$ cat src/rtl/ext_mem_sequencer.sv
// Command-driven sequencer for the multicore processor's external access pins:
// loads IRAM/DRAM from a word stream, runs the processor, and streams a DRAM window back.
module ext_mem_sequencer #(
    parameter int NUM_CORES = 2,
    parameter int ADDR_W    = 9,
    parameter int DATA_W    = 16,
    parameter int WR_PULSE  = 4,
    parameter int RD_LAT    = 5,
    parameter int RUN_MAX   = 120000,
    parameter int CORE_W    = (NUM_CORES > 1) ? $clog2(NUM_CORES) : 1
) (
    input  logic                 clock,
    input  logic                 reset,
    input  logic                 cmd_valid,
    output logic                 cmd_ready,
    input  logic [1:0]           cmd_op,
    input  logic [CORE_W-1:0]    cmd_core,
    input  logic [ADDR_W-1:0]    cmd_base,
    input  logic [ADDR_W:0]      cmd_count,
    input  logic                 wr_valid,
    output logic                 wr_ready,
    input  logic [DATA_W-1:0]    wr_data,
    output logic                 rd_valid,
    input  logic                 rd_ready,
    output logic [DATA_W-1:0]    rd_data,
    output logic [ADDR_W-1:0]    addr_ext,
    output logic [DATA_W-1:0]    data_out,
    output logic [NUM_CORES-1:0] iram_write_ext,
    output logic                 dram_write_ext,
    output logic                 read_en_ext,
    input  logic [DATA_W-1:0]    dram_in,
    output logic                 start,
    output logic                 start_2,
    output logic                 start_3,
    output logic                 start_4,
    input  logic                 proc_done,
    output logic                 done,
    output logic                 err_core,
    output logic                 timeout
);

    typedef enum logic [2:0] {
        IDLE, LD_WAIT, LD_SETUP, LD_STROBE, LD_HOLD, RUN, RB_REQ, RB_OUT
    } state_t;

    localparam logic [1:0] OP_IRAM = 2'd0;
    localparam logic [1:0] OP_DRAM = 2'd1;
    localparam logic [1:0] OP_RUN  = 2'd2;
    localparam logic [1:0] OP_RB   = 2'd3;

    state_t                state;
    logic                  is_dram;
    logic [CORE_W-1:0]     core_q;
    logic [ADDR_W:0]       remaining;
    logic [31:0]           cnt;
    logic [NUM_CORES-1:0]  core_onehot;
    logic                  core_bad;

    for (genvar g = 0; g < NUM_CORES; g++) begin : g_core_sel
        assign core_onehot[g] = (core_q == CORE_W'(g));
    end

    assign core_bad  = (32'(cmd_core) >= NUM_CORES);
    assign cmd_ready = (state == IDLE);
    assign wr_ready  = (state == LD_WAIT);

    always_ff @(posedge clock or posedge reset) begin
        if (reset) begin
            state          <= IDLE;
            is_dram        <= 1'b0;
            core_q         <= '0;
            remaining      <= '0;
            cnt            <= '0;
            addr_ext       <= '0;
            data_out       <= '0;
            iram_write_ext <= '0;
            dram_write_ext <= 1'b0;
            read_en_ext    <= 1'b0;
            rd_valid       <= 1'b0;
            rd_data        <= '0;
            start          <= 1'b0;
            start_2        <= 1'b0;
            start_3        <= 1'b0;
            start_4        <= 1'b0;
            done           <= 1'b0;
            err_core       <= 1'b0;
            timeout        <= 1'b0;
        end else begin
            done <= 1'b0;
            case (state)
                IDLE: begin
                    if (cmd_valid) begin
                        err_core  <= 1'b0;
                        timeout   <= 1'b0;
                        addr_ext  <= cmd_base;
                        remaining <= cmd_count;
                        core_q    <= cmd_core;
                        is_dram   <= (cmd_op == OP_DRAM);
                        cnt       <= '0;
                        case (cmd_op)
                            OP_IRAM, OP_DRAM: begin
                                // Bad core or empty load finishes at once without touching any pin
                                if (cmd_op == OP_IRAM && core_bad) begin
                                    err_core <= 1'b1;
                                    done     <= 1'b1;
                                end else if (cmd_count == '0) begin
                                    done <= 1'b1;
                                end else begin
                                    start_2 <= (cmd_op == OP_IRAM);
                                    start_3 <= (cmd_op == OP_DRAM);
                                    state   <= LD_WAIT;
                                end
                            end
                            OP_RUN: begin
                                start <= 1'b1;
                                state <= RUN;
                            end
                            OP_RB: begin
                                if (cmd_count == '0) begin
                                    done <= 1'b1;
                                end else begin
                                    start_4     <= 1'b1;
                                    read_en_ext <= 1'b1;
                                    state       <= RB_REQ;
                                end
                            end
                            default: state <= IDLE;
                        endcase
                    end
                end
                LD_WAIT: begin
                    if (wr_valid) begin
                        data_out <= wr_data;
                        state    <= LD_SETUP;
                    end
                end
                LD_SETUP: begin
                    cnt <= '0;
                    if (is_dram) dram_write_ext <= 1'b1;
                    else         iram_write_ext <= core_onehot;
                    state <= LD_STROBE;
                end
                LD_STROBE: begin
                    if (cnt == 32'(WR_PULSE - 1)) begin
                        iram_write_ext <= '0;
                        dram_write_ext <= 1'b0;
                        state          <= LD_HOLD;
                    end else begin
                        cnt <= cnt + 32'd1;
                    end
                end
                LD_HOLD: begin
                    addr_ext  <= addr_ext + 1'b1;
                    remaining <= remaining - 1'b1;
                    if (remaining == (ADDR_W+1)'(1)) begin
                        start_2 <= 1'b0;
                        start_3 <= 1'b0;
                        done    <= 1'b1;
                        state   <= IDLE;
                    end else begin
                        state <= LD_WAIT;
                    end
                end
                RUN: begin
                    if (proc_done) begin
                        start <= 1'b0;
                        done  <= 1'b1;
                        state <= IDLE;
                    end else if (cnt == 32'(RUN_MAX - 1)) begin
                        start   <= 1'b0;
                        timeout <= 1'b1;
                        done    <= 1'b1;
                        state   <= IDLE;
                    end else begin
                        cnt <= cnt + 32'd1;
                    end
                end
                RB_REQ: begin
                    // dram_in is taken at the close of the final read_en_ext cycle
                    if (cnt == 32'(RD_LAT - 1)) begin
                        rd_data     <= dram_in;
                        read_en_ext <= 1'b0;
                        rd_valid    <= 1'b1;
                        state       <= RB_OUT;
                    end else begin
                        cnt <= cnt + 32'd1;
                    end
                end
                RB_OUT: begin
                    if (rd_ready) begin
                        rd_valid  <= 1'b0;
                        addr_ext  <= addr_ext + 1'b1;
                        remaining <= remaining - 1'b1;
                        if (remaining == (ADDR_W+1)'(1)) begin
                            start_4 <= 1'b0;
                            done    <= 1'b1;
                            state   <= IDLE;
                        end else begin
                            read_en_ext <= 1'b1;
                            cnt         <= '0;
                            state       <= RB_REQ;
                        end
                    end
                end
                default: state <= IDLE;
            endcase
        end
    end

endmodule

$ cat config.mk
export PLATFORM = sky130hd
export DESIGN_NAME = ext_mem_sequencer
export DESIGN_NICKNAME = d
export VERILOG_FILES = /design/src/rtl/ext_mem_sequencer.sv
export SDC_FILE = /design/constraint.sdc
export NUM_CORES = 1
export LEC_CHECK = 0
export CAP_MARGIN = 10
export CELL_PAD_IN_SITES_DETAIL_PLACEMENT = 0
export CELL_PAD_IN_SITES_GLOBAL_PLACEMENT = 1
export CORE_ASPECT_RATIO = 0.7
export CORE_UTILIZATION = 27
export CTS_CLUSTER_SIZE = 24
export DETAILED_ROUTE_END_ITERATION = 10
export PLACE_DENSITY = 0.61
export SYNTH_ARGS = -nofsm -noshare
export SYNTH_HDL_FRONTEND = slang
export SYNTH_SLANG_ARGS = --single-unit
$ cat constraint.sdc
create_clock -name clock -period 3.4 [get_ports clock]
set_clock_uncertainty 0.05 [all_clocks]
set_input_delay 0.68 -clock clock [delete_from_list [all_inputs] [get_ports clock]]
set_output_delay 0.68 -clock clock [all_outputs]
set_load 0.005 [all_outputs]
Figure 1. Signal wires on met3.
(2 px per um) Cells faint in the background.
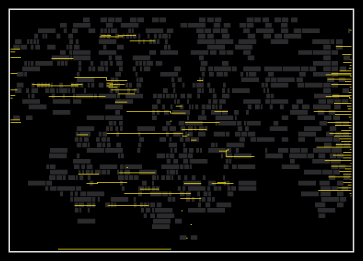
nets with wire on the layer = 93
share of all routed wire = 5.6%
wire length on this layer = 877 um

Figure 2. Clock wiring as the flow saved it.
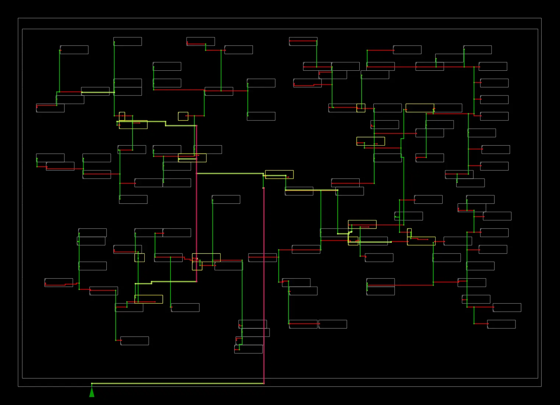
CTS Sinks: 99
clk ins delay skew pair: 0.36 ns

==> worst max-delay path, delay by kind of cell (launching register included) <==
| kind | cells | cell delay, ns |
|---|---|---|
| adders and majority gates | 1 | 0.18 |
| and+or+nand+nor | 4 | 1.34 |
| AOI/OAI and AO/OA | 2 | 0.44 |
| DFF | 1 | 0.46 |
| buffers and inverters | 1 | 0.27 |
==> cells in the final DEF (no fill, tap or decap), types with 10 or more instances in the layout <==
| master | netlist | final |
|---|---|---|
| o21ai_0 | 49 | 49 |
| a21oi_1 | 44 | 44 |
| o31ai_1 | 24 | 23 |
| nand4_1 | 10 | 10 |
| nor2_1 | 35 | 35 |
| a31oi_1 | 12 | 12 |
| nand2_1 | 43 | 43 |
| mux2_2 | 24 | 24 |
| dfrtp_1 | 99 | 99 |
| nand3_1 | 32 | 32 |
| clkdlybuf4s50_1 | 0 | 113 |
| nor3_1 | 16 | 16 |
| buf_4 | 4 | 17 |
==> registers in the layout (all words and copies together) (netlist names), 2 cells and up <==
name / cells
iram_write_ext: 2
data_out: 16
remaining: 10
rd_data: 16
state: 3
cnt: 32
addr_ext: 9
==> power groups by stage <==
stage,Combinational (mW),Sequential [mW],Clock [mW]
floorplan,1.60,1.78,0
global placement,2.64,1.81,0
detailed placement,2.66,1.83,0
CTS,2.67,1.81,1.02
global route,2.95,1.87,1.08
finish,2.66,1.81,0.983
==> per-stage QoR <==
step	setup slack, ns	hold WS [ns]	instances	power, mW
after detailed placement	0.4022	0.4171	922	4.494
after global routing	0.3335	0.4657	938	5.900
after CTS	0.5292	0.4332	938	5.506
after floorplan	0.07957	0.4007	560	3.378
final	0.5086	0.4297	938	5.459
after global placement	0.4692	0.4159	922	4.449
==> CHANGELOG.md <==
## Flow update

* First-pass GRT wire length at 24.70 mm
* Post-synth cell types at 72
* R2R depth at 8
* Grt ovf at 0
* Met3 routed WL at between 800 and 900 um
* Seq area share at about a third
* Tapcells at 264
* Comb/total area at 38.28%
* Crit. Startpoint: cnt[0]
* Synthesis-to-layout area growth at 31.75%
* Final GP Congestion at 0.8185
* R2R Setup Slk at 0.51 ns
* Post-layout util at 37.02%
* Rows at ~42
* Longest Clk Path Bufs at 2
* Die area at approximately 21000 um^2
* P_sw at 2.207 mW
* Antenna violations before repair at 0
* Met2 GRT Util at 19.97%
* Max VDD drop at 306.6 uV
* Critical path fanouts, max at 15
* Synth async-reset ratio at 100.0%
* GR peak layer: met1
* Outcome: completed
* Main flop type: dfrtp_1
* Cell accounting for the most synthesized area: dfrtp_1
* Final Hold Fails at 0
* Flop Count at 99
* Register area at 2477 um^2
* Top cells by count: 99 x dfrtp_1, 49 x o21ai_0, 44 x a21oi_1
* Switching Share at 40.43%
* Port Buffers at 113
* Final-layout fill cell count at about 2000
* Mapped Cells at about 560
* Grt met3 use at 3.110%
* Worst-path clk slew at 0.07 ns
* GRT met1 Usage at 24.71%
* YS chip area at between 5000 and 6000 um^2
Power figures rest on the tool's default switching activity, not on a simulated workload.
